Fig. 1: run 1, register map, names as in the netlist
Other sequential cells in the stronger grey, the rest of the logic in the fainter grey.
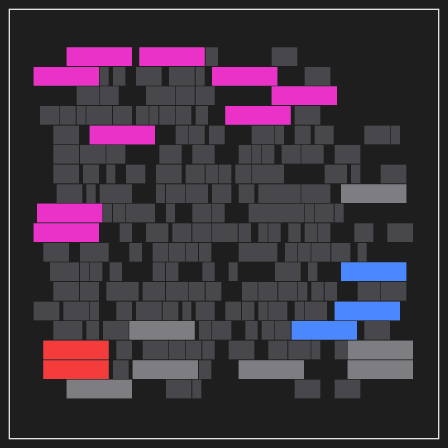
Fig. 2: run 1, metal 1
Supply wires on this layer in grey.
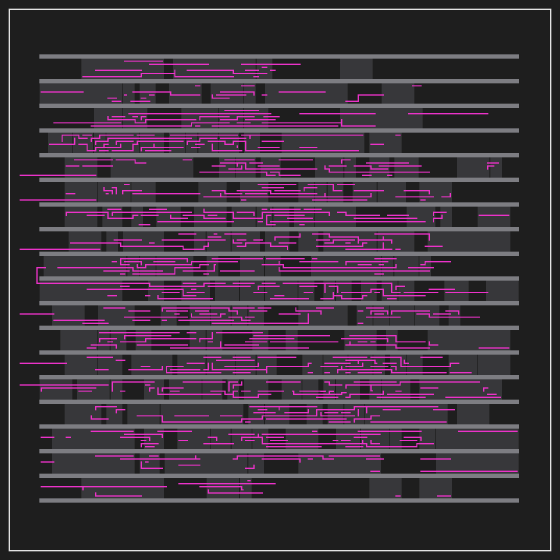
Fig. 3: run 1, wires at chosen ports, followed through buffers
The bar under the picture is 20 um long.
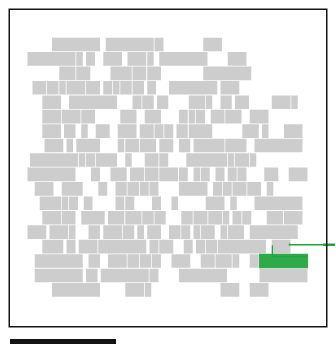
Design pong_match_sequencer, sky130hd; sources not shown.
==> impl_table.tex, run 1 <==
% Synthesis and place-and-route results
\begin{tabular}{lr}
\hline
Metric & Value \\
\hline
\multicolumn{2}{l}{\textbf{Synth}} \\
Synthesis Warnings & 0 \\
Asr flop ratio synth & 100\% \\
Net count entering floorplan & between 150 and 200 \\
Sequential-to-total area share from yosys stat & between 30\% and 40\% \\
Leading post-synthesis cells by instance count & sky130\_fd\_sc\_hd\_\_dfrtp\_1, sky130\_fd\_sc\_hd\_\_a21oi\_1, sky130\_fd\_sc\_hd\_\_nor2\_1 \\
Count of instantiated cells in the yosys netlist & 164 \\
Count of library flops with an enable pin & 0 \\
Yosys top cell by instances & sky130\_fd\_sc\_hd\_\_dfrtp\_1 \\
Average cell area after synthesis & just over 9 sq um \\
Top cells by area & sky130\_fd\_sc\_hd\_\_dfrtp\_1, sky130\_fd\_sc\_hd\_\_a21oi\_1, sky130\_fd\_sc\_hd\_\_o21ai\_0 \\
Area of the mapped netlist & between 0.001 and 0.0015 sq mm \\
Cell type with the largest total area & sky130\_fd\_sc\_hd\_\_dfrtp\_1 \\
Number of cells produced by synthesis & about 160 \\
Top area contributor share & a little over a third \\
\multicolumn{2}{l}{\textbf{Drt}} \\
Mean routed wirelength per cell & 16.8 um \\
Post-route DRC & 0 \\
DRT met1 WL & around 1.7 mm \\
Detailed route wirelength on metal2 & roughly 1.7 mm \\
Wire length on met3 & around 180 um \\
Post-detailed-route count of antenna-violating nets & 0 \\
1st-pass router iterations & 4 \\
Detailed router's first-iteration violation count & between 80 and 90 \\
\multicolumn{2}{l}{\textbf{Power}} \\
Power per Cell Area & 1080 mW/mm\^{}2 \\
\multicolumn{2}{l}{\textbf{STA}} \\
Slew HR & a little under half \\
Final number of setup-violating endpoints & 0 \\
Unrepaired setup endpoints after global routing & false \\
Final hold violations & 0 \\
Period utilisation layout & 85.2\% \\
Max-slew violation count & 0 \\
Shortest period the worst path allows & 2.38 ns \\
\multicolumn{2}{l}{\textbf{Floorplan}} \\
Chip area & around 0.0035 sq mm \\
Core utilization before placement & about 58\% \\
Chip Height & 59.5 um \\
Std-Cell Core Area & between 0.002 and 0.003 sq mm \\
\multicolumn{2}{l}{\textbf{Run status}} \\
Outcome & finished, final reports clean \\
\multicolumn{2}{l}{\textbf{Hold path}} \\
Hold path cells & 1 \\
Type of the tightest min-delay check & reg -> reg \\
\multicolumn{2}{l}{\textbf{Setup path}} \\
Slowest stage delay, CP & roughly 0.7 ns \\
Cell type group with the largest total delay on the critical path & buffers and inverters \\
Buffer-and-inverter tally for the worst setup path & 1 \\
Crit path launch type & flop \\
Cells along the critical path & clkdlybuf4s50\_1 \\
Data required time at the worst endpoint & $\sim$2.1 ns \\
Max Fanout on Critical Path & 15 \\
CP Class & reg -> out \\
\multicolumn{2}{l}{\textbf{Placed design}} \\
DP Wirelength & roughly 2.7 mm \\
Placer congestion estimate & around 0.89 \\
\multicolumn{2}{l}{\textbf{Layout}} \\
P\&R area growth vs syn & 18.4\% \\
Fraction of layout cells with a size suffix above 1 & 14.3\% \\
Filler cell count & around 220 \\
Diodes inserted & 0 \\
\multicolumn{2}{l}{\textbf{Clock network}} \\
Clock tree buffer depth & 2 \\
Clock-pin slew on the worst setup and hold paths & between 0.1 and 0.15 ns \\
\# H-tree levels & 1 \\
Clock sink total & 21 \\
\multicolumn{2}{l}{\textbf{Job}} \\
Total of max-cap violations & 0 \\
\multicolumn{2}{l}{\textbf{Global route}} \\
Maximum number of pins on one net before global-route repair & 22 \\
\hline
\end{tabular}
-- Fig. 1 (at the start) --
legend:
  red:
    signal: `winner`
    placed_flops: 2
  blue:
    signal: `phase`
    placed_flops: 3
  magenta:
    signal: `frame_cnt`
    placed_flops: 9
not coloured: 7
end-of-flow core utilization: 68.1%
power in sequential cells: 0.559 mW
register area: 526 sq um
share of the final layout cell area in sequential cells: 29.8%

-- Fig. 2 (at the start) --
main direction: horizontal
nets with wire on the layer: 176
share of all routed wire: 46%
wire length on this layer: 1700 um
routed vias: 1397
final WL: 3.68 mm
Global Route met1 Usage: 32.0%

-- Fig. 3 (at the start) --
legend:
  green:
    port: `rst_n`
    bits: 1
    direction: output
    edge: east
    end_cells: 1
    buffers: 1
    wire: 15.3 um
I/O Buffers: 25
count of boundary I/O pins: 26

run 1: final cells by class:
cell class                      instances  area [sq um]  share of cell area [%]
Multi-Input combinational cell        123           833                    47.2
Sequential cell                        21           526                    29.8
Timing Repair Buffer                   33           310                    17.6
Tap cell                               30          37.5                    2.13
Inverter                                8          30.0                    1.70
Clock buffer                            3          22.5                    1.28
Clock inverter                          1          5.00                   0.284
run 1: cells in the final DEF (no fill, tap or decap), types with 5 or more instances in the layout:
cell type,Yosys,final
sky130_fd_sc_hd__clkdlybuf4s50_1,0,25
sky130_fd_sc_hd__nand2_1,7,7
sky130_fd_sc_hd__buf_4,3,8
sky130_fd_sc_hd__nand3_1,6,6
sky130_fd_sc_hd__inv_1,8,8
sky130_fd_sc_hd__a21oi_1,13,13
sky130_fd_sc_hd__dfrtp_1,21,21
sky130_fd_sc_hd__nor2_1,12,12
sky130_fd_sc_hd__o21ai_0,9,9
sky130_fd_sc_hd__nor3_1,7,7
sky130_fd_sc_hd__nand2b_1,5,5
sky130_fd_sc_hd__nor4_1,5,5
run 1: cell families (layout without fill, tap and decap cells):
family,after synthesis,count (layout),synth area share (%)
DFF,21,21,35.3
buffers and inverters,20,45,8.82
xor gates and xnor gates,3,3,1.76
muxes,4,4,3.02
and+or+nand+nor,61,61,24.3
AOI/OAI and AO/OA,53,53,25.2
adders and majority gates,2,2,1.68
run 1: per-stage QoR:
stage | hold slack, ns | cells | utilization (%) | setup WS [ns] | instance area (sq um)
5_1_grt | 0.403 | 219 | 68.1 | 0.163 | 1760
6_report | 0.376 | 219 | 68.1 | 0.416 | 1760
3_5_place_dp | 0.348 | 215 | 67.1 | 0.452 | 1740
2_1_floorplan | 0.387 | 164 | - | 0.467 | 1490
3_3_place_gp | 0.344 | 215 | 67.1 | 0.508 | 1740
4_1_cts | 0.378 | 219 | 68.1 | 0.438 | 1760
run 1: routing by layer:
layer | vias up | global-route usage [%]
li1 | 661 | -
met1 | 678 | 32.0
met2 | 52 | 36.0
met3 | 6 | 2.61
met4 | 0 | 7.91
met5 | - | 0
run 1: power by group:
| group | switching, mW | internal, mW | total [mW] |
|---|---|---|---|
| clock | 0.105 | 0.0534 | 0.158 |
| combinational | 0.648 | 0.537 | 1.18 |
| sequential | 0.165 | 0.394 | 0.559 |
Fig. 4: run 1, M2 wires
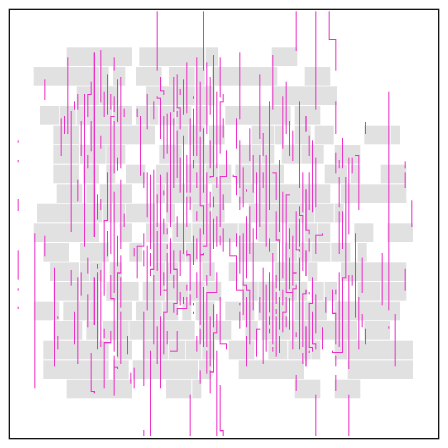

==> run 1 -> run 2 <==
- ABC_AREA: default -> 1
- CTS_CLUSTER_DIAMETER: default -> 30
- SLEW_MARGIN: 20 -> 5
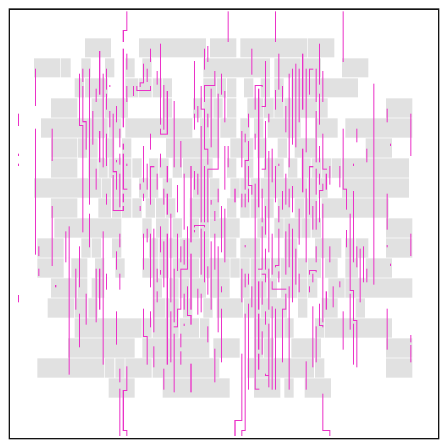
Fig. 5. M2 wires (run 2).
main direction: vertical
longest straight run: 27.9 um
nets with wire on the layer: 192
wire length on this layer: 1420 um
met2 GRT Util: 33.2%
routed vias: 1326

==> impl_table.tex, run 2 <==
% Synthesis and place-and-route results
\begin{tabular}{lr}
\hline
Metric & Value \\
\hline
\multicolumn{2}{l}{\textbf{Synth}} \\
Count of library flops with an enable pin & 0 \\
Sequential-to-total area share from yosys stat & roughly 37\% \\
Count of instantiated cells in the yosys netlist & 198 \\
Top area contributor share & roughly 37\% \\
Average cell area after synthesis & 7.15 sq um \\
Top cells by area & sky130\_fd\_sc\_hd\_\_dfrtp\_1, sky130\_fd\_sc\_hd\_\_nand2\_1, sky130\_fd\_sc\_hd\_\_inv\_1 \\
Number of cells produced by synthesis & 198 \\
Net count entering floorplan & 208 \\
Cell type with the largest total area & sky130\_fd\_sc\_hd\_\_dfrtp\_1 \\
Yosys top cell by instances & sky130\_fd\_sc\_hd\_\_nand2\_1 \\
Area of the mapped netlist & about 0.0014 sq mm \\
Asr flop ratio synth & 100\% \\
\multicolumn{2}{l}{\textbf{Global route}} \\
Maximum number of pins on one net before global-route repair & 22 \\
\multicolumn{2}{l}{\textbf{Floorplan}} \\
Std-Cell Core Area & between 0.002 and 0.003 sq mm \\
Count of boundary I/O pins & 26 \\
Chip Height & 58.2 um \\
Core utilization before placement & a little under three fifths \\
Chip area & between 0.003 and 0.004 sq mm \\
\multicolumn{2}{l}{\textbf{Placed design}} \\
DP Wirelength & around 2.5 mm \\
Placer congestion estimate & 0.988 \\
I/O Buffers & 25 \\
\multicolumn{2}{l}{\textbf{STA}} \\
Unrepaired setup endpoints after global routing & false \\
Shortest period the worst path allows & between 2 and 2.5 ns \\
Max-slew violation count & 0 \\
Final hold violations & 0 \\
Final hold slack & approximately 0.37 ns \\
Slew HR & a little under half \\
Period utilisation layout & between 80\% and 90\% \\
Final number of setup-violating endpoints & 0 \\
\multicolumn{2}{l}{\textbf{Clock network}} \\
Cts-stage hold buffer count & 0 \\
Clock sink total & 21 \\
Clock-pin slew on the worst setup and hold paths & approximately 0.13 ns \\
Clock tree buffer depth & 2 \\
\# H-tree levels & 1 \\
\multicolumn{2}{l}{\textbf{Layout}} \\
Most frequent cells in the layout & sky130\_fd\_sc\_hd\_\_nand2\_1, sky130\_fd\_sc\_hd\_\_inv\_1, sky130\_fd\_sc\_hd\_\_clkdlybuf4s50\_1, sky130\_fd\_sc\_hd\_\_dfrtp\_1, sky130\_fd\_sc\_hd\_\_nor2\_1 \\
Most frequent logic cell in the layout & sky130\_fd\_sc\_hd\_\_nand2\_1 \\
Fraction of layout cells with a size suffix above 1 & around 12\% \\
Filler cell count & 237 \\
Diodes inserted & 0 \\
\multicolumn{2}{l}{\textbf{Run status}} \\
Outcome & finished, final reports clean \\
\multicolumn{2}{l}{\textbf{Job}} \\
Total of max-cap violations & 0 \\
\multicolumn{2}{l}{\textbf{Setup path}} \\
Max Fanout on Critical Path & 11 \\
CP Class & reg -> out \\
Crit path launch type & flop \\
Buffer-and-inverter tally for the worst setup path & 1 \\
Slowest stage delay, CP & around 0.7 ns \\
Cell type group with the largest total delay on the critical path & buffers and inverters \\
Cells along the critical path & clkdlybuf4s50\_1 \\
Critical path data arrival time & around 1.7 ns \\
\multicolumn{2}{l}{\textbf{Drt}} \\
Detailed router's first-iteration violation count & 90 \\
1st-pass router iterations & 4 \\
Final WL & about 3.2 mm \\
Mean routed wirelength per cell & between 10 and 15 um \\
Post-route DRC & 0 \\
Wire length on met3 & between 200 and 250 um \\
Detailed route wirelength on metal2 & $\sim$1.4 mm \\
Post-detailed-route count of antenna-violating nets & 0 \\
\multicolumn{2}{l}{\textbf{Hold path}} \\
Type of the tightest min-delay check & reg -> reg \\
\hline
\end{tabular}
run 2: cell types whose count changed in the layout (fill, tap and decap cells not counted), sizes merged, moves of 5 or more:
cell | before | now
nand2b | 5 | 0
inv | 8 | 30
a21oi | 13 | 3
o21ai | 11 | 3
nand2 | 7 | 83
nor2 | 12 | 20
nand3 | 6 | 17
nor4 | 7 | 0
buf | 8 | 0
nand4 | 1 | 6
run 2: power by group:
group	total (mW)	switching [mW]	internal, mW
clock	0.156	0.101	0.0556
sequential	0.561	0.144	0.417
combinational	1.66	1.04	0.622
run 2: logic make-up after synthesis:
family / share of synthesized area, %
AND-OR/OR-AND: 2.12
XOR/XNOR: 3.09
adder cells (fa/ha/maj): 1.77
buffers and inverters: 9.54
flip-flops: 37.1
AND/OR/NAND/NOR: 46.4
run 2: layout make-up:
class	count	area [sq um]	area share (%)
Multi-Input combinational cell	145	756	44.2
Sequential cell	21	526	30.8
Timing Repair Buffer	25	250	14.7
Clock buffer	4	26.3	1.54
Tap cell	30	37.5	2.20
Inverter	30	113	6.59
run 2: tightest hold or removal path: cells and delay by family, from the launching register on:
family             cells  cell delay (ns)
DFF                    1             0.37
AOI/OAI and AO/OA      1             0.06
and+or+nand+nor        1             0.05
run 2: layer usage:
layer,global-route usage [%],vias up
met1,32.9,608
met2,33.2,48
met4,4.97,0
met3,2.67,5
li1,-,665
met5,0,-
run 2: stage by stage:
| step | area, sq um | util [%] | total power, mW | cells | setup WS, ns |
|---|---|---|---|---|---|
| CTS | 1710 | 67.7 | 2.38 | 255 | 0.444 |
| global route | 1710 | 67.7 | 2.62 | 255 | 0.380 |
| finish | 1710 | 67.7 | 2.38 | 255 | 0.432 |
| floorplan | 1420 | - | 1.79 | 198 | 1.07 |
| detailed placement | 1680 | 66.7 | 2.22 | 251 | 0.594 |
| global placement | 1680 | 66.7 | 2.17 | 251 | 0.660 |
Power is estimated from default activity; no workload was simulated.
